## src/rtl/ppu_spr_eval.sv

```systemverilog
// rtl/ppu_spr_eval.sv - PPU sprite evaluation: clears secondary OAM, then copies up to
// MAX_SLOTS in-range primary-OAM sprites into it and flags sprite overflow / sprite 0.
module ppu_spr_eval #(
  parameter int MAX_SLOTS      = 8,
  parameter int CLEAR_END_DOT  = 32,
  parameter int EVAL_START_DOT = 65,
  parameter int EVAL_END_DOT   = 256
) (
  input  logic       clk,
  input  logic       reset,
  input  logic [9:0] x_idx,
  input  logic [9:0] scanline,
  input  logic       rendering_en,
  input  logic       spr_size,
  output logic [7:0] oam_addr,
  input  logic [7:0] oam_data_in,
  output logic       soam_we,
  output logic [4:0] soam_addr,
  output logic [7:0] soam_data,
  output logic [3:0] spr_count,
  output logic       spr0_in_range,
  output logic       spr_overflow,
  output logic       eval_done
);

  typedef enum logic [2:0] {
    S_IDLE, S_CLEAR, S_WAIT, S_CHECK, S_COPY, S_DONE
  } state_e;

  localparam logic [3:0] MAX_CNT = 4'(MAX_SLOTS);

  state_e     state_q, state_d;
  logic [5:0] n_q, n_d;
  logic [1:0] m_q, m_d;
  logic [3:0] cnt_q, cnt_d;
  logic       spr0_q, spr0_d;
  logic       ovf_q, ovf_d;
  logic       done_q, done_d;

  logic       active;
  logic       ovf_clr;
  logic       in_range;
  logic       hard_stop;
  logic [8:0] diff;
  logic [9:0] clr_addr;

  assign active    = rendering_en && (scanline <= 10'd239);
  assign ovf_clr   = (scanline == 10'd261) && (x_idx == 10'd1);
  assign hard_stop = (x_idx == 10'(EVAL_END_DOT));
  assign diff      = {1'b0, scanline[7:0]} - {1'b0, oam_data_in};
  assign in_range  = !diff[8] && (diff < (spr_size ? 9'd16 : 9'd8));
  assign clr_addr  = x_idx - 10'd1;

  always_comb begin
    state_d   = state_q;
    n_d       = n_q;
    m_d       = m_q;
    cnt_d     = cnt_q;
    spr0_d    = spr0_q;
    ovf_d     = ovf_q;
    done_d    = done_q;
    oam_addr  = 8'h00;
    soam_we   = 1'b0;
    soam_addr = 5'd0;
    soam_data = 8'h00;

    if (ovf_clr) ovf_d = 1'b0;

    if (!active) begin
      state_d = S_IDLE;
    end else begin
      unique case (state_q)
        S_IDLE: begin
          if (x_idx == 10'd0) begin
            state_d = S_CLEAR;
            cnt_d   = 4'd0;
            spr0_d  = 1'b0;
            done_d  = 1'b0;
          end
        end
        S_CLEAR: begin
          soam_we   = 1'b1;
          soam_addr = clr_addr[4:0];
          soam_data = 8'hFF;
          if (x_idx == 10'(CLEAR_END_DOT)) state_d = S_WAIT;
        end
        S_WAIT: begin
          if (x_idx == 10'(EVAL_START_DOT - 1)) begin
            n_d     = 6'd0;
            state_d = S_CHECK;
          end
        end
        S_CHECK: begin
          if (hard_stop) begin
            state_d = S_DONE;
          end else if (in_range && (cnt_q < MAX_CNT)) begin
            soam_we   = 1'b1;
            soam_addr = {cnt_q[2:0], 2'b00};
            soam_data = oam_data_in;
            oam_addr  = {n_q, 2'b01};
            m_d       = 2'd1;
            state_d   = S_COPY;
          end else if (in_range) begin
            ovf_d   = 1'b1;
            state_d = S_DONE;
          end else if (n_q == 6'd63) begin
            state_d = S_DONE;
          end else begin
            n_d      = n_q + 6'd1;
            oam_addr = {n_q + 6'd1, 2'b00};
          end
        end
        S_COPY: begin
          if (hard_stop) begin
            state_d = S_DONE;
          end else begin
            soam_we   = 1'b1;
            soam_addr = {cnt_q[2:0], m_q};
            soam_data = oam_data_in;
            if (m_q != 2'd3) begin
              oam_addr = {n_q, m_q + 2'd1};
              m_d      = m_q + 2'd1;
            end else begin
              cnt_d = cnt_q + 4'd1;
              if (n_q == 6'd0) spr0_d = 1'b1;
              if (n_q == 6'd63) begin
                state_d = S_DONE;
              end else begin
                n_d      = n_q + 6'd1;
                oam_addr = {n_q + 6'd1, 2'b00};
                state_d  = S_CHECK;
              end
            end
          end
        end
        S_DONE: begin
          if (x_idx == 10'd340) state_d = S_IDLE;
        end
        default: state_d = S_IDLE;
      endcase
    end

    if (state_d == S_DONE) done_d = 1'b1;
  end

  always_ff @(posedge clk) begin
    if (reset) begin
      state_q <= S_IDLE;
      n_q     <= 6'd0;
      m_q     <= 2'd0;
      cnt_q   <= 4'd0;
      spr0_q  <= 1'b0;
      ovf_q   <= 1'b0;
      done_q  <= 1'b0;
    end else begin
      state_q <= state_d;
      n_q     <= n_d;
      m_q     <= m_d;
      cnt_q   <= cnt_d;
      spr0_q  <= spr0_d;
      ovf_q   <= ovf_d;
      done_q  <= done_d;
    end
  end

  // Mask the sticky flag on the clearing dot itself so it reads 0 from dot 1 of line 261.
  assign spr_overflow  = ovf_q && !ovf_clr;
  assign spr_count     = cnt_q;
  assign spr0_in_range = spr0_q;
  assign eval_done     = done_q;

endmodule

```

## config.mk

```make
export PLATFORM = sky130hd
export DESIGN_NAME = ppu_spr_eval
export DESIGN_NICKNAME = d
export VERILOG_FILES = /design/src/rtl/ppu_spr_eval.sv
export SDC_FILE = /design/constraint.sdc
export NUM_CORES = 1
export LEC_CHECK = 0
export ABC_AREA = 1
export CORE_UTILIZATION = 48
export CTS_BUF_LIST = sky130_fd_sc_hd__clkbuf_4
export DETAILED_ROUTE_END_ITERATION = 7
export PLACE_DENSITY = 0.8
export SYNTH_ARGS = -nofsm -noshare
export SYNTH_HDL_FRONTEND = slang
export SYNTH_SLANG_ARGS = --single-unit
```

## constraint.sdc

```tcl
create_clock -name clk -period 3.4 [get_ports clk]
set_clock_uncertainty 0.15 [all_clocks]
set_input_delay 0.51 -clock clk [delete_from_list [all_inputs] [get_ports clk]]
set_output_delay 0.51 -clock clk [all_outputs]
set_load 0.02 [all_outputs]
```

### The metal 3 layer, run 1

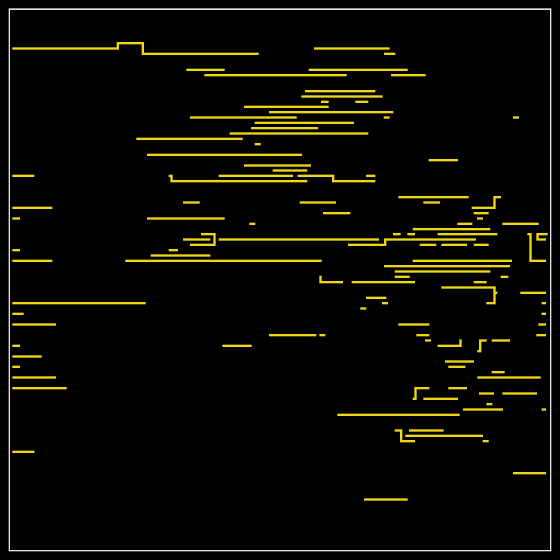
main direction = horizontal
longest straight run = 24.8 um
nets with wire on the layer = 91
wire length on this layer = 653 um

### Track usage over the die, run 1

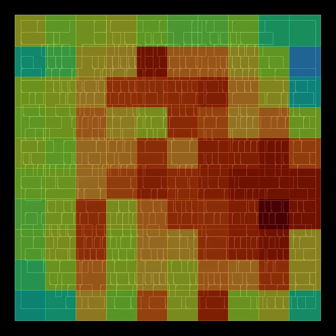
grt peak-use layer: met2
fin util: 78.8%
met3 GRT Util: 4.94%
gr usage total: 31.3%

### Selected gate families, run 1

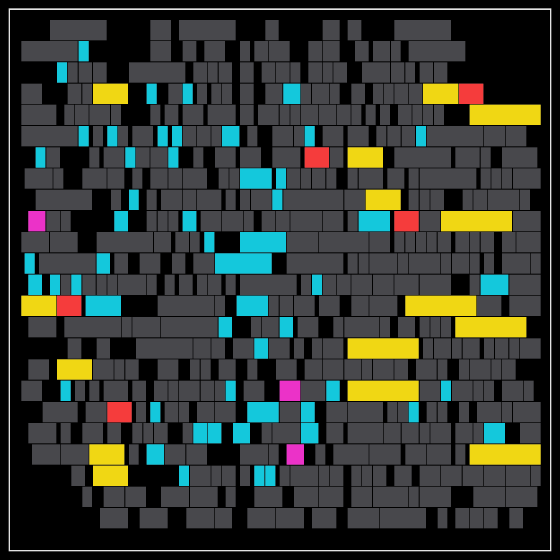
XOR/XNOR gates -> red  # cells 5, most used xor2_1
NOR gates -> cyan  # cells 54, most used nor2_1
adder and majority cells -> yellow  # cells 15, most used ha_1, where widely spread
AND and OR gates -> magenta  # cells 3

==> Changelog: implementation, run 1 <==
### Changed

- Sum of buffers and inverters on the critical path: 3
- CP arrival: roughly 2.8 ns
- Largest net degree at the start of global routing: 13
- Tool warnings: 29
- Met3 WL: ~650 um
- Area grow syn2layout: 58.3%
- Placed cell area: roughly 3100 um^2
- Avg Cell Area, Syn: a little under 6 um^2
- Syn Nets: around 420
- Clk slew on worst S/H paths: roughly 0.11 ns
- Pin slew with the least headroom to its limit: roughly 0.55 ns
- Fp_density: between 40% and 50%
- Area leader, netlist: dfxtp_1
- Crit path max-delay family: simple AND/OR/NAND/NOR gates
- Crit path capture: soam_data[4]
- Violated checks: setup timing
- Tot Pwr: between 600 and 700 uW
- Post-synth seq share: between 15 and 20%
- Status: finished with violations
- Clock-net power: 118 uW
- CTS Hold Buffers Added: 0
- Cycle use final: 102%
- Final Cell Area: 3430 um^2
- Root buffer cell: clkbuf_4
- Initial antenna violation count: 0
- Met2 Use GR: 55.7%
- Final hold viol count: 0
- Post-CTS Resized: about 140
- Startpoint types: primary input
- Setup-failing EPs final: 15
- Sw Pwr: ~220 uW
- Final WS setup: -0.0569 ns
- Top cells excl fill/tap: nand2_1 (73), buf_4 (56), inv_1 (51), nor2_1 (29)
- Synth area leaders: dfxtp_1 (17%), nand2_1 (15%), inv_1 (11%)
- Routed wire length: about 8.5 mm
- R2r startpoint: n_q[0]$_SDFFE_PP0P_
- Chip area: 4790 um^2
- CP Launch Point: scanline[7]
- DR WL/cell: 16.0 um
- Area of the core: between 4000 and 5000 um^2
- Yosys stat cell total: between 300 and 400
- Die Height: between 60 and 70 um
- Area leader share: between 15 and 20%
- Int Pwr: about 380 uW
- I/O pin count: slightly above 60
- Ys Warns: 0
- Switching part of the total: between 30% and 40%
- Share of layout cells above drive strength 1: between 30 and 40%
- Slowest CP cell: clkdlybuf4s50_1
- Max Freq: 0.289 GHz
- Final #Nets: roughly 530
- Max Slew Vio Count: 0
- DR pass1 iterations: 6
- Post-route ant nets: 0
- Mapped Cells: 369
- PwrDens: 175 nW/um^2
- Htree depth: 1
- Cell count along the critical path: 13
- Die W: roughly 69 um
- Top sig layer: met4
- Clock buffer count from CTS: 3
- RePlAce Congestion: around 0.94
- Hold path start: spr0_in_range$_SDFFE_PP0P_
- Vias: around 3100
- Ant diodes: 0
- DR vias/cell: 5.74
- Global Route met1 Usage: about two fifths
- Commonest Layout Cell: nand2_1
- Post-CTS Setup Bufs: 6
- Std-Cell Rows: 24
- Hold Path End: spr0_in_range$_SDFFE_PP0P_
- Latency at later pin: between 0.3 and 0.4 ns
- Hold Crit Depth: 2
- Worst Path Required: roughly 2.7 ns
- Clk sinks: 18
- GRT overflow: 0
- Initial DRC Count: 247
- CP Cell Sequence: clkdlybuf4s50_1, ha_4, inv_1, nor3_2, nand2_1, nand2_1, nand2_2, nor2_4, nand4_4, nand2_4, nand2_8, o21ai_4, buf_6
- Max VDD drop: 0.176 mV
==> run 1: per-stage QoR <==
stage	util [%]	cells	hold WS, ns	setup TNS [ns]
2_1_floorplan	-	369	0.295	0
3_3_place_gp	72.2	521	0.308	-11.78
3_5_place_dp	72.2	521	0.310	-13.09
4_1_cts	76.5	531	0.339	0
5_1_grt	78.8	534	0.358	-2.21
6_report	78.8	534	0.343	-0.395
==> run 1: Yosys cell counts, drive strengths merged <==
cell type  number
and2            1
a31o            1
inv            68
nor2           38
dfxtp          18
a22oi           1
or2             2
o2111ai         1
clkinv          1
a31oi           2
o21ai          24
clkbuf          3
nor3b           2
ha             15
a41oi           1
nand2          96
xnor2           1
nor3           13
nand3b          1
o31ai           2
a21oi          28
nand3          30
o211ai          5
nor4            1
xor2            4
nand4          10
==> run 1: cells by family (layout without fill, tap and decap cells) <==
| logic type | count (synthesis) | after routing | synth area share (%) |
|---|---|---|---|
| simple gates | 194 | 194 | 42.9 |
| buf+inv | 72 | 185 | 12.5 |
| compound gates | 65 | 65 | 17.3 |
| flops | 18 | 18 | 16.6 |
| fa+ha+maj | 15 | 15 | 8.66 |
| xor+xnor | 5 | 5 | 2.02 |
==> run 1: cell type report <==
| class | instances | area [um^2] |
|---|---|---|
| multi-input cells | 279 | 1780 |
| repair buffers | 112 | 943 |
| fillers | 307 | 922 |
| flip-flops and latches | 18 | 360 |
| inverters | 69 | 260 |
| well taps | 52 | 65.1 |
| clock buffers | 3 | 22.5 |
| clock inverters | 1 | 3.75 |
==> run 1: flip-flops by register name (all words and copies together), names as in the netlist <==
| name | cells |
|---|---|
| m_q | 2 |
| state_q | 3 |
| n_q | 6 |
| eval_done | 1 |
| ovf_q | 1 |
| spr0_in_range | 1 |
| spr_count | 4 |
## Run 2: what changed since run 1
--- a/config.mk
+++ b/config.mk
@@ -6,8 +6,11 @@
 export NUM_CORES = 1
 export LEC_CHECK = 0
 export ABC_AREA = 1
+export CAP_MARGIN = 20
 export CORE_UTILIZATION = 48
 export CTS_BUF_LIST = sky130_fd_sc_hd__clkbuf_4
+export CTS_CLUSTER_DIAMETER = 150
+export CTS_CLUSTER_SIZE = 10
 export DETAILED_ROUTE_END_ITERATION = 7
 export PLACE_DENSITY = 0.8
 export SYNTH_ARGS = -nofsm -noshare
### Track usage over the die, run 2

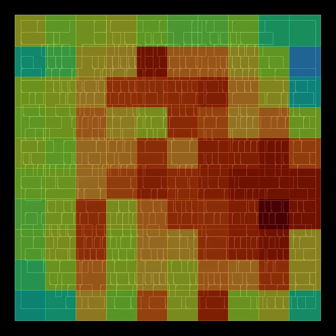
DR WL/cell: 16.0 um
met2 Use GR: 55.7%
Global Route met1 Usage: 38.5%

### M2 wires, run 2

Scale bar: 20 um.
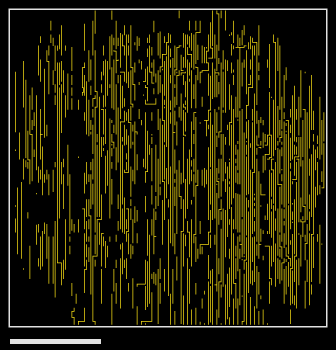
main direction = vertical
wire length on this layer = 4240 um
longest straight run = 43.8 um
share of all routed wire = 50%
nets with wire on the layer = 474
routed wire length: 8.54 mm
vias: 3066

==> run 2 against run 1 <==
Against the previous run:
- non-clock buffer count unchanged
- sequential share of layout area unchanged
- the run still ends with setup timing left
- setup slack unchanged
- final area unchanged
- wire length unchanged
- sequential cell count unchanged
- critical path type unchanged
- clock power about the same
==> Changelog: implementation, run 2 <==
### Changed

- Startpoint types: primary input (unchanged)
- Most instantiated cells after synthesis: nand2_1 (89), inv_1 (62), nor2_1 (29) (unchanged)
- EDFF count, synth: 0 (unchanged)
- Ys Warns: 0 (unchanged)
- Status: finished with violations (unchanged)
- Area leader, netlist: dfxtp_1 (unchanged)
- CP endpoint kind: output pin (unchanged)
- Max VDD drop: 0.176 mV (unchanged)
- Fin util: 78.8% (unchanged)
- Switching part of the total: 36.8% (unchanged)
- Setup-failing EPs final: 15 (unchanged)
- Commonest Layout Cell: nand2_1 (unchanged)
- Pin slew with the least headroom to its limit: 0.546 ns (unchanged)
- CP Cell Sequence: clkdlybuf4s50_1, ha_4, inv_1, nor3_2, nand2_1, nand2_1, nand2_2, nor2_4, nand4_4, nand2_4, nand2_8, o21ai_4, buf_6 (unchanged)
- Max Slew Vio Count: 0 (unchanged)
- Met3 GRT Util: 4.94% (unchanged)
- Top cells excl fill/tap: nand2_1 (73), buf_4 (56), inv_1 (51), nor2_1 (29) (unchanged)
- Ant diodes: 0 (unchanged)
- Sw Pwr: 221 uW (unchanged)
- Clock buffer depth: 2 (unchanged)
- Die Height: 69.2 um (unchanged)
- Initial antenna violation count: 0 (unchanged)
- Cycle use final: 102% (unchanged)
- Max reg flops: 6 (unchanged)
- Met3 WL: 653 um (unchanged)
- Post-synth seq share: 16.6% (unchanged)
- Tot Pwr: 600 uW (unchanged)
- RePlAce Congestion: 0.944 (unchanged)
- Fin cells: 534 (unchanged)
- Sum of buffers and inverters on the critical path: 3 (unchanged)
- Final hold viol count: 0 (unchanged)
- DR vias/cell: 5.74 (unchanged)
- Int Pwr: 379 uW (unchanged)
- Area grow syn2layout: 58.3% (unchanged)
- Yosys top cell by instances: nand2_1 (unchanged)
- Clk slew on worst S/H paths: 0.11 ns (about the same)
- Final WS setup: -0.0569 ns (unchanged)
- Largest net degree at the start of global routing: 13 (unchanged)
- Dominant Register Cell: dfxtp_1 (unchanged)
- Setup_tns: -0.395 ns (unchanged)
- Yosys Chip Area: 2170 um^2 (unchanged)
- Chip area: 4790 um^2 (unchanged)
- Flops after synth: 18 (unchanged)
- Filler instances: 307 (unchanged)
- PwrDens: 175 nW/um^2 (unchanged)
- GRT overflow: 0 (unchanged)
- Mapped Cells: 369 (unchanged)
- Htree depth: 1 (unchanged)
- CP arrival: 2.80 ns (about the same)
- Violated checks: setup timing (unchanged)
- Fp_density: 49.8% (unchanged)
- Std-Cell Rows: 24 (unchanged)
- R2r startpoint: n_q[0]$_SDFFE_PP0P_ (unchanged)
- CTS Hold Buffers Added: 0 (unchanged)
- Post-route ant nets: 0 (unchanged)
- Final #Nets: 530 (unchanged)
- Top sig layer: met4 (unchanged)
- Grt peak-use layer: met2 (unchanged)
- Slowest CP cell: clkdlybuf4s50_1 (unchanged)
- Area of the core: 4350 um^2 (unchanged)
- Root buffer cell: clkbuf_4 (unchanged)
- LEAKAGE: 0.00168 uW (unchanged)
- Post-CTS Setup Bufs: 6 (unchanged)
- Hold Crit Depth: 2 (unchanged)
- I/O pin count: 61 (unchanged)
- Die W: 69.2 um (unchanged)
- Gr usage total: 31.3% (unchanged)
- Hold Path End: spr0_in_range$_SDFFE_PP0P_ (unchanged)
- Async set-reset flop share out of synthesis: 0% (unchanged)
- Post-CTS Resized: 137 (unchanged)
- Max Freq: 0.289 GHz (unchanged)
- Worst hold slack: 0.343 ns (unchanged)
- Latency at later pin: 0.31 ns (about the same)
- FF-to-FF End: eval_done$_SDFFE_PP0P_ (unchanged)
- Synth area leaders: dfxtp_1 (17%), nand2_1 (15%), inv_1 (11%) (unchanged)
- Yosys stat cell total: 369 (unchanged)
- DR pass1 iterations: 6 (unchanged)
- Initial DRC Count: 247 (unchanged)
- Clock buffer count from CTS: 3 (unchanged)
- Area leader share: 16.6% (unchanged)
- Max FO, Critical Path: 8 (unchanged)
- Clk sinks: 18 (unchanged)
- Placed cell count: 521 (unchanged)
- Largest reg by FF count: n_q (unchanged)
- Tool warnings: 29 (unchanged)
- Share of layout cells above drive strength 1: 33.2% (unchanged)
- Global-route wire length before repair: 12.3 mm (unchanged)
- Hold path start: spr0_in_range$_SDFFE_PP0P_ (unchanged)
- Avg Cell Area, Syn: 5.88 um^2 (unchanged)
- Syn Nets: 416 (unchanged)
==> run 2: area by class of cell <==
type,instances,area [um^2],area share [%]
timing repair buffer,112,943,27.5
clock inverter,1,3.75,0.109
clock buffer,3,22.5,0.656
multi-input combinational,279,1780,51.8
tap,52,65.1,1.90
inverter,69,260,7.58
sequential,18,360,10.5
==> run 2: worst max-delay path by stage <==
stage	from	to	slack, ns	depth (start not counted)
final	scanline[7]	soam_data[4]	-0.06	13
after detailed placement	oam_data_in[3]	oam_addr[6]	-0.77	17
after CTS	oam_data_in[4]	soam_data[7]	0.004	13
after floorplan	oam_data_in[3]	oam_addr[6]	0.27	15
after global placement	oam_data_in[3]	oam_addr[6]	-0.70	17
after global routing	oam_data_in[3]	soam_data[4]	-0.14	15
==> run 2: cell families after synthesis <==
| logic type | Yosys count | synth area share, % |
|---|---|---|
| AOI/OAI and AO/OA | 65 | 17.3 |
| adders and majority gates | 15 | 8.66 |
| and+or+nand+nor | 194 | 42.9 |
| DFF | 18 | 16.6 |
| xor gates and xnor gates | 5 | 2.02 |
| buffers and inverters | 72 | 12.5 |
==> run 2: power by group through the flow <==
stage               Combinational (uW)  Clock, uW  Sequential (uW)
floorplan                         91.4          0              216
finish                             271        118              211
detailed placement                 184          0              216
global placement                   180          0              216
global route                       286        124              211
CTS                                218        121              211
==> run 2: stage by stage <==
| stage | worst slack [ns] | area, um^2 |
|---|---|---|
| after global routing | -0.144 | 3430 |
| after floorplan | 0.274 | 2170 |
| after CTS | 0.00356 | 3330 |
| after detailed placement | -0.766 | 3150 |
| after global placement | -0.705 | 3150 |
| final | -0.0569 | 3430 |
==> run 2: worst min-delay path: cells and delay by family, from the launching register on <==
family,cells,cell delay (ns)
flip-flops,1,0.35
AND-OR/OR-AND,1,0.04
AND/OR/NAND/NOR,1,0.07
No activity file was given, so power comes from the tool's default toggle rates.
